===== config.mk =====
export PLATFORM = sky130hd
export DESIGN_NAME = ac_upsp_stream
export DESIGN_NICKNAME = d
export VERILOG_FILES = /design/src/rtl/ac_upsp_stream.sv
export SDC_FILE = /design/constraint.sdc
export NUM_CORES = 1
export LEC_CHECK = 0
export ABC_AREA = 1
export CAP_MARGIN = 0
export CORE_ASPECT_RATIO = 0.8
export CORE_MARGIN = 1.5
export CORE_UTILIZATION = 47
export DETAILED_ROUTE_END_ITERATION = 7
export PLACE_DENSITY_LB_ADDON = 0.3
export RECOVER_POWER = 50
export SLEW_MARGIN = 20
export SYNTH_ARGS = -nofsm -noshare
export SYNTH_HDL_FRONTEND = slang
export SYNTH_SLANG_ARGS = --single-unit

===== constraint.sdc =====
create_clock -name clk -period 2.35 [get_ports clk]
set_input_delay 0.235 -clock clk [delete_from_list [all_inputs] [get_ports clk]]
set_output_delay 0.235 -clock clk [all_outputs]
set_load 0.01 [all_outputs]

===== src/rtl/ac_upsp_stream.sv =====
// Stream adapter between an AXI-Stream source/sink and the upsp core: FWFT read FIFO
// toward upsp, one-entry output register from upsp, and a start/busy/done frame FSM.
module ac_upsp_stream #(
  parameter int CRF_DATA_WIDTH  = 32,
  parameter int UPSP_DATA_WIDTH = 24,
  parameter int SRC_PIXELS      = 518400,
  parameter int DST_PIXELS      = 8294400,
  parameter int FIFO_DEPTH      = 4
) (
  input  logic                       clk,
  input  logic                       rst_n,
  input  logic [CRF_DATA_WIDTH-1:0]  UPSTR,
  output logic [CRF_DATA_WIDTH-1:0]  UPENDR,
  input  logic                       s_axis_tvalid,
  output logic                       s_axis_tready,
  input  logic [UPSP_DATA_WIDTH-1:0] s_axis_tdata,
  input  logic                       upsp_ac_rready,
  output logic                       ac_upsp_rvalid,
  output logic [UPSP_DATA_WIDTH-1:0] ac_upsp_rdata,
  output logic                       ac_upsp_wready,
  input  logic                       upsp_ac_wvalid,
  input  logic [UPSP_DATA_WIDTH-1:0] upsp_ac_wdata,
  output logic                       m_axis_tvalid,
  input  logic                       m_axis_tready,
  output logic [UPSP_DATA_WIDTH-1:0] m_axis_tdata,
  output logic                       m_axis_tlast
);
  localparam int AW = (FIFO_DEPTH > 1) ? $clog2(FIFO_DEPTH) : 1;

  typedef enum logic [1:0] {IDLE, RUN, DONE} state_t;
  state_t state_q, state_d;

  logic                       upstr_q, start_edge, flush;
  logic                       done_q, done_d;
  logic                       busy, s_rdy, w_rdy;
  logic [31:0]                rd_cnt_q, wr_cnt_q;
  logic [UPSP_DATA_WIDTH-1:0] mem_q [FIFO_DEPTH];
  logic [AW-1:0]              wptr_q, rptr_q;
  logic [AW:0]                occ_q;
  logic                       fifo_full, fifo_empty, push, pop;
  logic                       m_vld_q, m_last_q;
  logic [UPSP_DATA_WIDTH-1:0] m_data_q;
  logic                       w_hs, m_hs;
  logic                       unused_upstr;

  assign unused_upstr = ^UPSTR[CRF_DATA_WIDTH-1:1];

  // Reset value 1 so a level already high at reset release is not seen as an edge.
  always_ff @(posedge clk or negedge rst_n)
    if (!rst_n) upstr_q <= 1'b1;
    else        upstr_q <= UPSTR[0];

  assign start_edge = UPSTR[0] & ~upstr_q;
  assign flush      = (state_q == IDLE) & start_edge;

  always_ff @(posedge clk or negedge rst_n)
    if (!rst_n) state_q <= IDLE;
    else        state_q <= state_d;

  always_comb begin
    state_d = state_q;
    case (state_q)
      IDLE:    if (start_edge)          state_d = RUN;
      RUN:     if (m_hs && m_last_q)    state_d = DONE;
      DONE:                             state_d = IDLE;
      default:                          state_d = IDLE;
    endcase
  end

  always_comb begin
    busy   = (state_q == RUN);
    s_rdy  = busy & ~fifo_full & (rd_cnt_q < 32'(SRC_PIXELS));
    w_rdy  = busy & (~m_vld_q | m_axis_tready) & (wr_cnt_q < 32'(DST_PIXELS));
    done_d = done_q;
    if (flush)                                      done_d = 1'b0;
    else if (state_q == RUN && state_d == DONE)     done_d = 1'b1;
  end

  always_ff @(posedge clk or negedge rst_n)
    if (!rst_n) done_q <= 1'b0;
    else        done_q <= done_d;

  assign fifo_full  = (occ_q == (AW+1)'(FIFO_DEPTH));
  assign fifo_empty = (occ_q == '0);
  assign push       = s_axis_tvalid & s_rdy;
  assign pop        = ~fifo_empty & upsp_ac_rready;

  always_ff @(posedge clk or negedge rst_n)
    if (!rst_n) begin
      wptr_q <= '0;
      rptr_q <= '0;
      occ_q  <= '0;
    end else if (flush) begin
      wptr_q <= '0;
      rptr_q <= '0;
      occ_q  <= '0;
    end else begin
      if (push) wptr_q <= (wptr_q == AW'(FIFO_DEPTH-1)) ? '0 : wptr_q + 1'b1;
      if (pop)  rptr_q <= (rptr_q == AW'(FIFO_DEPTH-1)) ? '0 : rptr_q + 1'b1;
      case ({push, pop})
        2'b10:   occ_q <= occ_q + 1'b1;
        2'b01:   occ_q <= occ_q - 1'b1;
        default: occ_q <= occ_q;
      endcase
    end

  always_ff @(posedge clk)
    if (push) mem_q[wptr_q] <= s_axis_tdata;

  assign w_hs = upsp_ac_wvalid & w_rdy;
  assign m_hs = m_vld_q & m_axis_tready;

  always_ff @(posedge clk or negedge rst_n)
    if (!rst_n) begin
      rd_cnt_q <= '0;
      wr_cnt_q <= '0;
    end else if (flush) begin
      rd_cnt_q <= '0;
      wr_cnt_q <= '0;
    end else begin
      if (push) rd_cnt_q <= rd_cnt_q + 32'd1;
      if (w_hs) wr_cnt_q <= wr_cnt_q + 32'd1;
    end

  always_ff @(posedge clk or negedge rst_n)
    if (!rst_n) begin
      m_vld_q  <= 1'b0;
      m_last_q <= 1'b0;
      m_data_q <= '0;
    end else if (w_hs) begin
      m_vld_q  <= 1'b1;
      m_last_q <= (wr_cnt_q == 32'(DST_PIXELS-1));
      m_data_q <= upsp_ac_wdata;
    end else if (m_hs) begin
      m_vld_q  <= 1'b0;
    end

  assign UPENDR         = {{(CRF_DATA_WIDTH-2){1'b0}}, busy, done_q};
  assign s_axis_tready  = s_rdy;
  assign ac_upsp_rvalid = ~fifo_empty;
  // Gate the head so rdata reads 0 whenever the FIFO is empty, including in reset.
  assign ac_upsp_rdata  = fifo_empty ? '0 : mem_q[rptr_q];
  assign ac_upsp_wready = w_rdy;
  assign m_axis_tvalid  = m_vld_q;
  assign m_axis_tdata   = m_data_q;
  assign m_axis_tlast   = m_last_q;
endmodule

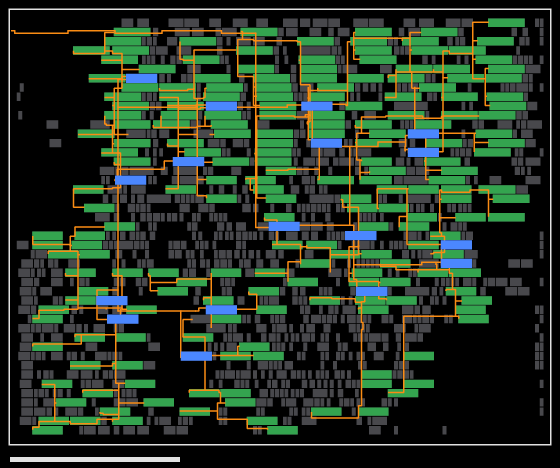
clock_map.png
The bar under the picture is 50 µm long.
[clock wires] orange | length: 2190 µm
[cells driving clock nets] blue | count: 17
[flip-flops] green | count: 197
flops lie: all over the die

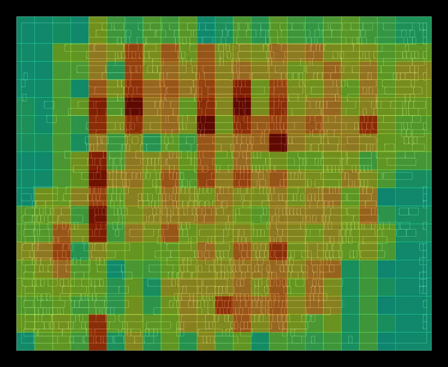
final_congestion.png
DR WL/cell: 14.1 µm
GR Util All Layers: 19.9%

==> run summary <==
Buffers, non-clock: 138
Logic gate share of total power: 34.8%
Tapcell Cnt: 258
Hold WS: 0.336 ns
Busiest grt layer: met2
Port buffer count: 109
FP Util: 48.0%
Initial antenna violation count: 0
Combinational Area: 3050 µm²
Internal: 0.00743 W
Mux area share: 0%
Synth Warn #: 0
Switching Fraction: 35.3%
Filler cells: 1629
Pwr dens: 1020 nW/µm²
MI comb cells: 656
Worst Setup EP: ac_upsp_rdata[0]
Via count: 6797
Count of library flops with an enable pin: 96
Async SR Flop Fraction: 51.3%
FF-to-FF Start: rd_cnt_q[25]
Status: finished, final reports clean
Top cells by area: edfxtp_1, dfrtp_1, nor2_1
Slew Viols, Final: 0
WP data required: 2.12 ns
R2r setup slk: 0.30 ns
Crit-path cells: buf_16 -> nor2_1 -> nor2_1 -> o21ai_0 -> a21oi_1 -> clkdlybuf4s50_1
Main logic family: simple AND/OR/NAND/NOR gates
Top_reg_cell synth: dfrtp_1
CORE AREA: 19000 µm²
CP Max Fanout: 25
Global routing usage on met2: 29.7%
Minimum clock period: 2.25 ns
Crit-path slowest cell: clkdlybuf4s50_1
Routed Antenna Nets: 0
RSZ-0062 raised after global routing: false
Post-synthesis xor/xnor area fraction: 2.02%
Power figures rest on the tool's default switching activity, not on a simulated workload.
